==> config.mk <==
export PLATFORM = sky130hd
export DESIGN_NAME = dcache_wb_flat
export DESIGN_NICKNAME = d
export VERILOG_FILES = /design/src/rtl/dcache_wb_if.sv /design/src/rtl/dcache_wb.sv /design/src/flat_wrapper.sv
export SDC_FILE = /design/constraint.sdc
export NUM_CORES = 1
export LEC_CHECK = 0
export ABC_AREA = 1
export CAP_MARGIN = 30
export CORE_ASPECT_RATIO = 1.4
export CORE_UTILIZATION = 40
export CTS_CLUSTER_SIZE = 16
export DETAILED_ROUTE_END_ITERATION = 16
export GPL_ROUTABILITY_DRIVEN = 0
export PLACE_DENSITY_LB_ADDON = 0.2
export SLEW_MARGIN = 30
export SYNTH_ARGS = -nofsm -noshare
export SYNTH_HDL_FRONTEND = slang
export SYNTH_SLANG_ARGS = --single-unit
==> constraint.sdc <==
create_clock -name CLK -period 5.1 [get_ports CLK]
set_clock_uncertainty 0.2 [all_clocks]
set_input_delay 1.02 -clock CLK [delete_from_list [all_inputs] [get_ports CLK]]
set_output_delay 1.02 -clock CLK [all_outputs]
set_load 0.005 [all_outputs]
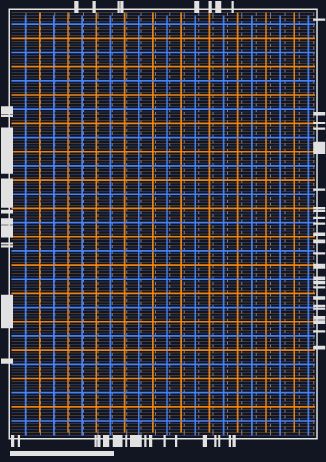
Figure 1: run 1, floorplan with the power grid.
The bar under the picture is 100 µm long. Pins as bars on the die edge. Tap cells in grey.
- orange: VDD
- blue: VSS
- signal pins: 202
- met4 straps: 21
- met5 straps: 29
die height: 411 µm
chip width: 294 µm
CORE AREA: 118000 µm²

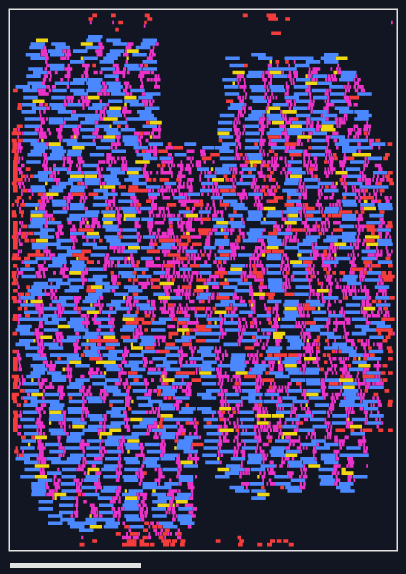
Figure 2: run 1, cell classes on the final placement.
The bar under the picture is 100 µm long.
- red: other buffers and delay cells (cells 516)
- magenta: combinational and other logic (cells 3596)
- yellow: clock drivers and dummy loads (cells 184)
- blue: flops (cells 967)
Finished Cell Area: 57700 µm²
row count: 149

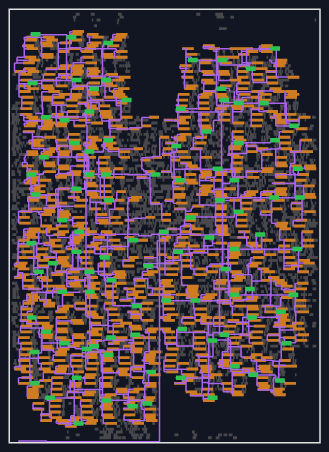
Figure 3: run 1, routed clock nets over the placement.
- purple: clock wires (length 12100 µm)
- orange: flip-flops (count 967)
- green: clock drivers (count 99)
- flops lie: spread over the die
clock power share: 30.9%
power in the clock group: 7.39 mW

==> results.json, run 1 <==
{
  "status": "complete, but fails checks",
  "violations": "setup timing",
  "setup-tns-final_ps": -400,
  "dp.cells": 6632,
  "netSwitchingPower_mw": 8.27,
  "boundaryPins": 202,
  "lay_top_count": "nand2_1",
  "cp_max_fo": 9,
  "p_int_mw": 15.6,
  "firstDrtPassIters": 7,
  "vias_per_cell": 6.00,
  "adder_share_pct": 0.105,
  "top_cells_by_area": "edfxtp_1, nand2_1, a22oi_1",
  "clock_latency_ps": 720,
  "min_period_ps": 5150,
  "antenna_found_initial": 4,
  "fin_hold_ws_ps": 111,
  "cp-start-kind": "input port",
  "grt_pass1_vias": 39500,
  "yosysWarnings": 0,
  "warning_count": 39,
  "cts_resized": 49,
  "stdcell_count": 6849,
  "avgSynthCellArea_um2": 9.69,
  "cp_cell_sequence": "buf_16 > inv_12 > clkbuf_16 > buf_4 > nand2_1 > nand2_1 > nand2_1 > nand2_1 > nand2_1 > nand2_1 > o21bai_1 > buf_4 > nand2_1 > nor2_1 > nand2_1 > nor2_2 > nand2_2 > nor3_4 > nand2_4 > buf_6 > nor2_1 > clkdlybuf4s50_1",
  "seqPwrFrac_pct": 39.1,
  "h-tree-depth": 3,
  "top_cell": "nand2_1",
  "cts_tree": "built",
  "setup_viol": 10,
  "setup_ws_ps": -50.0,
  "numPortBuffers": 197,
  "top_logic_kind": "AND-OR/OR-AND gates",
  "ys_sh_aoi_pct": 19.3,
  "cts_setup_buffers": 3,
  "r2r_cells": 13,
  "largest_area_cell": "edfxtp_1",
  "overflow": 0,
  "utilization_pct": 48.9,
  "min_path_type": "in2async",
  "drt_iter0_drc": 4793,
  "post-dp-hpwl_mm": 98.1,
  "drv_cap": 0,
  "path_buffers": 7,
  "ys_types": 46,
  "slew_viol_final": 0,
  "synth_cells": 4926,
  "wl_met3_mm": 14.4
}
## run 1: cell type report
type	count	area (µm²)	share of cell area [%]
tap	1585	1980	3.44
multi-input combinational	3351	16800	29.1
antenna	1	2.50	0.00434
sequential	967	28900	50.0
clock inverter	74	739	1.28
timing repair buffer	516	5840	10.1
clock buffer	110	2530	4.38
inverter	245	957	1.66
## run 1: routing by layer
metal | global-route usage, % | up-vias
li1 | - | 18200
met2 | 47.8 | 2282
met5 | 0 | -
met4 | 14.5 | 2
met3 | 3.82 | 497
met1 | 34.7 | 20200
## run 1: power by group through the flow
stage	Clock [mW]	Sequential, mW	Combinational (mW)
after floorplan	0	9.48	4.06
after global placement	0	9.54	6.67
after detailed placement	0	9.55	6.72
after CTS	7.46	9.36	6.87
after global routing	7.75	9.38	7.69
final	7.39	9.36	7.16
==> run 1 -> run 2 <==
- SKIP_CTS_REPAIR_TIMING: default -> 1
==> run 2 against run 1 <==
First-iteration DRC count is 6.9% lower. Global-route usage is 0.27 points lower. Clock-buffer cell count stayed put. Worst setup slack worse by 97 ps. Area after synthesis stayed put. Final cell count hardly changed. Combinational power is 1% higher. Sequential cell count stayed put. Critical path type unchanged. Highest routed layer unchanged. The flow still finishes with violations (setup timing). Clock power hardly changed. Maximum frequency is 1.9% lower. Final area hardly changed.
==> results.json, run 2 <==
{
  "setup_viol": 11,
  "path_buffers": 6,
  "antenna_found_initial": 4,
  "avgSynthCellArea_um2": 9.69,
  "firstDrtPassIters": 8,
  "row_count": 149,
  "slew_viol_final": 0,
  "top_logic_kind": "AND-OR/OR-AND gates",
  "status": "complete, but fails checks",
  "drt_iter0_drc": 4462,
  "boundaryPins": 202,
  "min_path_type": "in2async",
  "post-dp-hpwl_mm": 98.1,
  "drv_cap": 0,
  "cp_max_fo": 9,
  "core-area_um2": 118000,
  "cp-start-kind": "input port",
  "die_w_um": 294,
  "violations": "setup timing",
  "setup-tns-final_ps": -1510,
  "top_cell": "nand2_1",
  "setup_ws_ps": -147
}
==> run 2: cell counts after synthesis <==
No cell type changed its count.
==> run 2: layer usage <==
metal / vias up / global-route usage, % / part of all wire (%)
met4: 2 / 14.5 / 5.1
met1: 20100 / 34.6 / 37
met5: - / 0 / 0.0073
met2: 2352 / 47.1 / 49
li1: 18200 / - / -
met3: 510 / 3.70 / 8.5
==> run 2: where the power goes <==
| part | internal (mW) | switching [mW] |
|---|---|---|
| sequential | 9.23 | 0.125 |
| clock | 4.11 | 3.29 |
| combinational | 2.31 | 4.92 |
| total | 15.7 | 8.33 |
==> run 2: area by class of cell <==
cell class	instances	area, µm²
fill	10700	60400
sequential	967	28900
multi-input combinational	3351	16800
timing repair buffer	510	5810
clock buffer	110	2530
tap	1585	1980
inverter	245	961
clock inverter	74	739
antenna	1	2.50
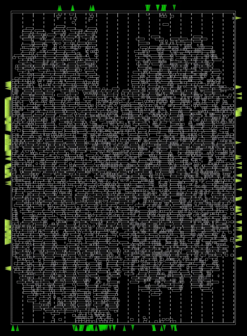
Figure 4: run 2, placed standard cells.
Core Util, Final: 48.9%
Layout Cells excl Fill: 6843
number of sequential cells: 967
final-layout fill cell count: 10700

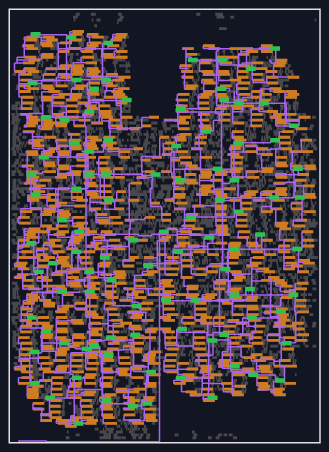
Figure 5: run 2, routed clock nets over the placement.
- orange: flip-flops (count 967)
- purple: clock wires (length 12100 µm)
- green: clock drivers (count 99)
- routed clock nets: 100
power in the clock group: 7.40 mW
Latency at later pin: 710 ps

Power figures rest on the tool's default switching activity, not on a simulated workload.
